===== src/rtl/demux_dispatch_ctrl.sv =====
// One-entry dispatch sequencer for a 1-to-4 demux: fixed-channel or round-robin targeting.
// Optional per-channel fire counters when DEMUX_DISPATCH_STATS_EN is defined.
module demux_dispatch_ctrl #(
  parameter int DW      = 8,
  parameter int CH_BITS = 2
) (
  input  logic               clk,
  input  logic               rst,
  input  logic               in_valid,
  output logic               in_ready,
  input  logic [DW-1:0]      in_data,
  input  logic               cfg_mode,
  input  logic [CH_BITS-1:0] cfg_sel,
  input  logic [3:0]         cfg_en,
  output logic [3:0]         out_valid,
  input  logic [3:0]         out_ready,
  output logic [DW-1:0]      out_data,
  output logic [CH_BITS-1:0] sel,
  output logic               busy
`ifdef DEMUX_DISPATCH_STATS_EN
  ,
  input  logic               cnt_clr,
  output logic [63:0]        cnt_o
`endif
);

  typedef enum logic {IDLE = 1'b0, HOLD = 1'b1} state_t;

  state_t             state_q, state_d;
  logic [CH_BITS-1:0] rr_ptr;
  logic [CH_BITS-1:0] target;
  logic               target_ok;
  logic               capture;
  logic               fire;

  // First enabled channel at or after ptr, wrapping modulo 4.
  function automatic logic [CH_BITS-1:0] rr_pick(input logic [CH_BITS-1:0] ptr,
                                                 input logic [3:0] en);
    logic [CH_BITS-1:0] idx;
    rr_pick = ptr;
    for (int k = 3; k >= 0; k--) begin
      idx = ptr + CH_BITS'(k);
      if (en[idx]) rr_pick = idx;
    end
  endfunction

  assign busy      = (state_q == HOLD);
  assign target    = cfg_mode ? rr_pick(rr_ptr, cfg_en) : cfg_sel;
  assign target_ok = cfg_mode ? (|cfg_en) : 1'b1;
  assign fire      = busy && out_ready[sel];
  assign in_ready  = target_ok && (!busy || fire);
  assign capture   = in_valid && in_ready;
  assign out_valid = busy ? (4'(1) << sel) : 4'b0000;

  always_comb begin
    state_d = state_q;
    case (state_q)
      IDLE: if (capture) state_d = HOLD;
      HOLD: begin
        // A fire that coincides with a capture keeps the buffer full.
        if (capture)   state_d = HOLD;
        else if (fire) state_d = IDLE;
      end
      default: state_d = IDLE;
    endcase
  end

  always_ff @(posedge clk or posedge rst) begin
    if (rst) begin
      state_q  <= IDLE;
      out_data <= '0;
      sel      <= '0;
      rr_ptr   <= '0;
    end else begin
      state_q <= state_d;
      if (capture) begin
        out_data <= in_data;
        sel      <= target;
        if (cfg_mode) rr_ptr <= target + CH_BITS'(1);
      end
    end
  end

`ifdef DEMUX_DISPATCH_STATS_EN
  logic [15:0] cnt [4];

  always_ff @(posedge clk or posedge rst) begin
    if (rst) begin
      for (int i = 0; i < 4; i++) cnt[i] <= '0;
    end else if (cnt_clr) begin
      for (int i = 0; i < 4; i++) cnt[i] <= '0;
    end else if (fire) begin
      cnt[sel] <= cnt[sel] + 16'd1;
    end
  end

  assign cnt_o = {cnt[3], cnt[2], cnt[1], cnt[0]};
`endif

endmodule


===== config.mk =====
export PLATFORM = sky130hd
export DESIGN_NAME = demux_dispatch_ctrl
export DESIGN_NICKNAME = d
export VERILOG_FILES = /design/src/rtl/demux_dispatch_ctrl.sv
export SDC_FILE = /design/constraint.sdc
export NUM_CORES = 1
export LEC_CHECK = 0
export ABC_AREA = 1
export CAP_MARGIN = 5
export CORE_MARGIN = 2
export CORE_UTILIZATION = 41
export CTS_BUF_LIST = sky130_fd_sc_hd__clkbuf_16
export DETAILED_ROUTE_END_ITERATION = 6
export HOLD_SLACK_MARGIN = 0.05
export MAX_ROUTING_LAYER = met4
export PLACE_DENSITY = 0.79
export SLEW_MARGIN = 5
export SYNTH_ARGS = -nofsm -noshare
export SYNTH_HDL_FRONTEND = slang
export SYNTH_SLANG_ARGS = --single-unit

===== constraint.sdc =====
create_clock -name clk -period 1.8 [get_ports clk]
set_clock_uncertainty 0.2 [all_clocks]
set_input_delay 0.27 -clock clk [delete_from_list [all_inputs] [get_ports clk]]
set_output_delay 0.27 -clock clk [all_outputs]
set_load 0.05 [all_outputs]

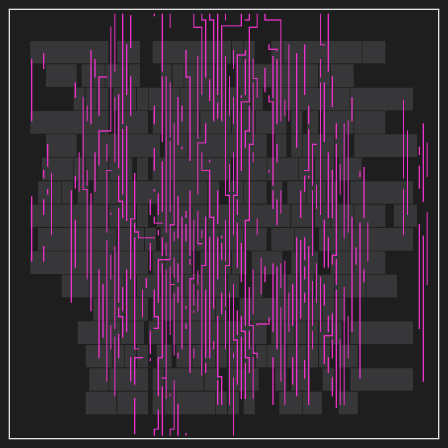
Run 1: M2 wires
main direction	vertical
share of all routed wire	49%
nets with wire on the layer	182
longest straight run	18.4 um
via count: 1,114
met2 routing resource usage after global routing: 0.387

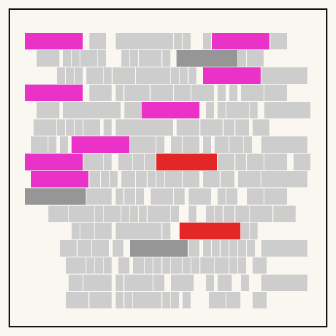
Run 1: where the registers sit
Other sequential cells in the stronger gray, the rest of the logic in the fainter gray.
signal	color	sequential cells
out_data	magenta	8
sel	red	2
flop share of the area: 0.208
footprint of the flip-flops and latches: 330 um2

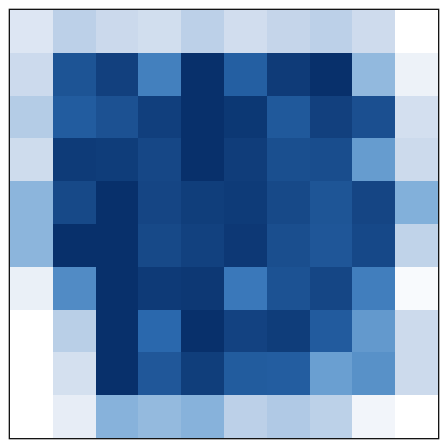
Run 1: placement density heat map
The die is cut into 10 by 10 equal tiles; white is low, dark blue is high, 0 to 100% covered.
tiles over 75% full	53%
fullest tile	100%
nearly empty tiles	5.0%
mean over tiles	63%
densest ninth of the die	center

==> flow_summary.json, run 1 <==
{
  "run_status": "finished with violations",
  "failed_checks": "negative setup slack",
  "grt_max_degree": 14,
  "cp_data_arrival_time_ns": 1.91,
  "number_of_failing_hold_endpoints_at_the_final_stage": 0,
  "timing_max_transition_violations_final": 0,
  "timing.critical_path.from": "rr_ptr[0]",
  "post-place-cells": 207,
  "max_clk_rate_ghz": 0.501,
  "grt_setup_unrepaired": "yes",
  "setup-violations-final": 4,
  "postLayoutSetupSlackWorst_ns": -0.195,
  "synth.top_cell.area_share": 0.378,
  "synth-area-yosys_um2": 860,
  "flops_latches_synth": 13,
  "dp_slack_ns": -0.220,
  "most_frequent_cell_after_synthesis": "sky130_fd_sc_hd__nand2_1",
  "floorplan.core_util": 0.438,
  "global_route.usage.total": 0.237,
  "drt_pre_antenna_iters": 4
}
## run 1: placed cells by master (no fill, tap or decap), drive strengths merged, types with 2 or more instances in the layout
cell / n
o21ai: 6
dfrtp: 13
a31oi: 2
dlymetal6s2s: 3
clkdlybuf4s50: 18
nor3: 5
nand2: 70
buf: 33
inv: 18
clkbuf: 3
nand3: 12
nor2: 4
## run 1: routing by layer
metal	global-route usage	wire (um)
met5	-	0
met4	0.0833	131
met3	0.0455	214
met2	0.387	1540
met1	0.295	1260
## run 1: metrics by stage
stage,TNS (ns),util
after global routing,-1.22,0.809
after CTS,-0.0785,0.753
final,-0.317,0.809
after global placement,-1.42,0.709
after detailed placement,-1.97,0.709
after floorplan,-2.67,-
## run 1: cells by family (layout without fill, tap and decap cells)
family / count (synthesis) / in the layout / synth area share
and+or+nand+nor: 92 / 92 / 0.456
AOI/OAI and AO/OA: 9 / 9 / 0.0597
buffers and inverters: 20 / 76 / 0.106
DFF: 13 / 13 / 0.378
## run 1: what timing repair did
item | in CTS | in global routing
hold buffers | 0 | 0
cloned | 0 | 1
pin swaps | 3 | 11
resized | 3 | 24
setup buffers | 0 | 5
setup endpoints to repair | 4 | 14
## run 1: sequential cells by signal (all words and copies together), names as in the netlist
name,flops
busy,1
out_data,8
sel,2
rr_ptr,2
## run 1: worst max path at each step
stage	endpoint	depth (start not counted)	slack (ns)
finish	rr_ptr[1]	11	-0.19
global route	rr_ptr[1]	11	-0.29
CTS	in_ready	6	-0.08
detailed placement	rr_ptr[1]	14	-0.22
global placement	rr_ptr[1]	12	-0.14
floorplan	sel[0]	9	-0.23
## run 1: power by group
group | total (mW) | internal, mW | switching, mW
Clock | 0.414 | 0.293 | 0.121
Combinational | 2.40 | 0.918 | 1.48
Sequential | 0.568 | 0.444 | 0.124
## run 1: area by class of cell
class,count,share of cell area
clock buffers,3,0.0473
clock inverters,1,0.00237
inverters,18,0.0528
multi-input cells,101,0.313
flip-flops and latches,13,0.208
well taps,27,0.0213
repair buffers,54,0.355
==> run 1 -> run 2 <==
- CTS_CLUSTER_SIZE: unset -> 10
- SLEW_MARGIN: 5 -> 20
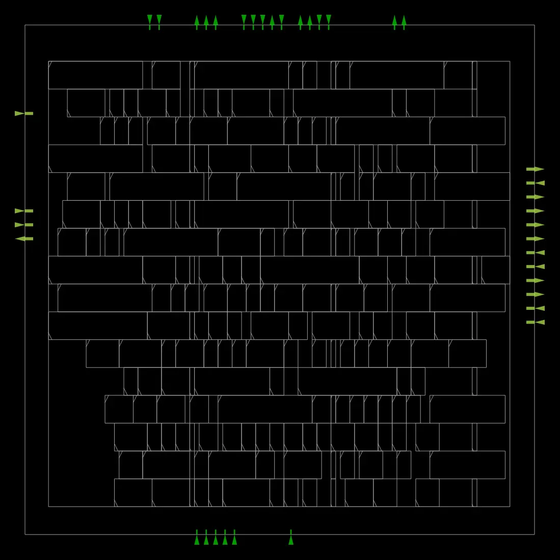
Run 2: placed standard cells
Tap Cells: 27
sequential cell count of the final layout: 13

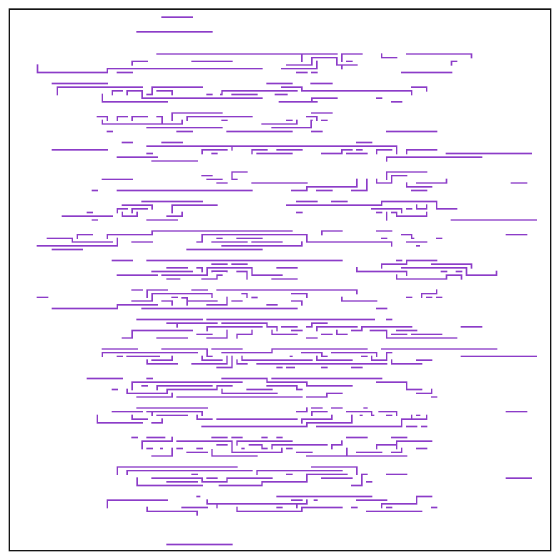
Run 2: M1 wires
main direction	horizontal
longest straight run	23.0 um
nets with wire on the layer	190
share of all routed wire	40%
wire length on this layer	1,260 um

==> flow_summary.json, run 2 <==
{
  "postLayoutSetupSlackWorst_ns": -0.195,
  "grt_setup_unrepaired": "yes",
  "largest-register": "out_data",
  "timing_max_transition_violations_final": 0,
  "seq_power_share": 0.168,
  "global_route.usage.total": 0.237,
  "dp_slack_ns": -0.220,
  "drt_pre_antenna_iters": 4,
  "flops_latches_synth": 13,
  "failed_checks": "negative setup slack",
  "synth.top_cell.area_share": 0.378,
  "setup-violations-final": 4,
  "largest_registers": "out_data x8, rr_ptr x2, sel x2",
  "cts-hold-fix-buffers": 0,
  "lay_top_count": "sky130_fd_sc_hd__nand2_1",
  "num_vias": 1114,
  "p_clk_frac": 0.122,
  "netSwitchingFraction": 0.510,
  "most_frequent_cell_after_synthesis": "sky130_fd_sc_hd__nand2_1",
  "p_comb_frac": 0.709,
  "layout.cells.most_common_list": "57 x sky130_fd_sc_hd__nand2_1, 22 x sky130_fd_sc_hd__buf_4, 18 x sky130_fd_sc_hd__clkdlybuf4s50_1",
  "number_of_failing_hold_endpoints_at_the_final_stage": 0,
  "largest_register_ffs": 8,
  "max_clk_rate_ghz": 0.501,
  "grt_max_degree": 14,
  "cellInternalPower_mw": 1.65,
  "switching_power_mw": 1.72,
  "run_status": "finished with violations",
  "floorplan.core_util": 0.438
}
==> run 2: cell counts after synthesis <==
No cell type changed its count.
==> run 2: final timing paths <==
| kind | from | slack, ns | end |
|---|---|---|---|
| min reg2reg | out_data[1] | 0.27 | out_data[1] |
| max | rr_ptr[0] | -0.19 | rr_ptr[1] |
| max reg2reg | rr_ptr[0] | -0.19 | rr_ptr[1] |
| max in group asynchronous | rst | 0.87 | rr_ptr[0] |
| min | rst | 0.17 | rr_ptr[1] |
| min in group clk | out_data[1] | 0.27 | out_data[1] |
==> run 2: power by group through the flow <==
stage | Clock (mW) | Combinational (mW) | Sequential, mW
finish | 0.414 | 2.40 | 0.568
global route | 0.430 | 2.54 | 0.581
CTS | 0.416 | 2.10 | 0.575
detailed placement | 0 | 2.07 | 0.575
global placement | 0 | 2.02 | 0.566
floorplan | 0 | 0.918 | 0.972
==> run 2: metal layers <==
metal / global-route usage / part of all wire
met2: 0.387 / 0.49
met5: - / 0
met3: 0.0455 / 0.068
met4: 0.0833 / 0.042
met1: 0.295 / 0.40
==> run 2: per-stage QoR <==
step / hold WS [ns] / cells / TNS [ns] / total power, mW
after floorplan: -0.0532 / 134 / -2.67 / 1.89
after global placement: 0.256 / 207 / -1.42 / 2.59
after detailed placement: 0.263 / 207 / -1.97 / 2.65
after CTS: 0.179 / 211 / -0.0785 / 3.09
after global routing: 0.239 / 217 / -1.22 / 3.55
final: 0.166 / 217 / -0.317 / 3.38
==> run 2: what timing repair did <==
action                                  in CTS  in global routing
buffers inserted                             0                  5
endpoints found under the setup margin       4                 14
resized                                      3                 24
gates cloned                                 0                  1
pin swaps                                    3                 11
==> run 2: logic make-up (layout without fill, tap and decap cells) <==
family          count (synthesis)  after routing  share of synthesized area
flops                          13             13                      0.378
simple gates                   92             92                      0.456
compound gates                  9              9                     0.0597
buf+inv                        20             76                      0.106
==> run 2: cell type report <==
type	instances	share of cell area
tap	27	0.0213
sequential	13	0.208
timing repair buffer	54	0.355
inverter	18	0.0528
clock buffer	3	0.0473
multi-input combinational	101	0.313
clock inverter	1	0.00237
==> run 2: critical path, delay by kind of cell, from the launching register on <==
kind	cells	cell delay [ns]
and+or+nand+nor	8	0.73
buffers and inverters	1	0.14
DFF	1	0.45
AOI/OAI and AO/OA	2	0.36
Power and IR drop assume default switching activity.
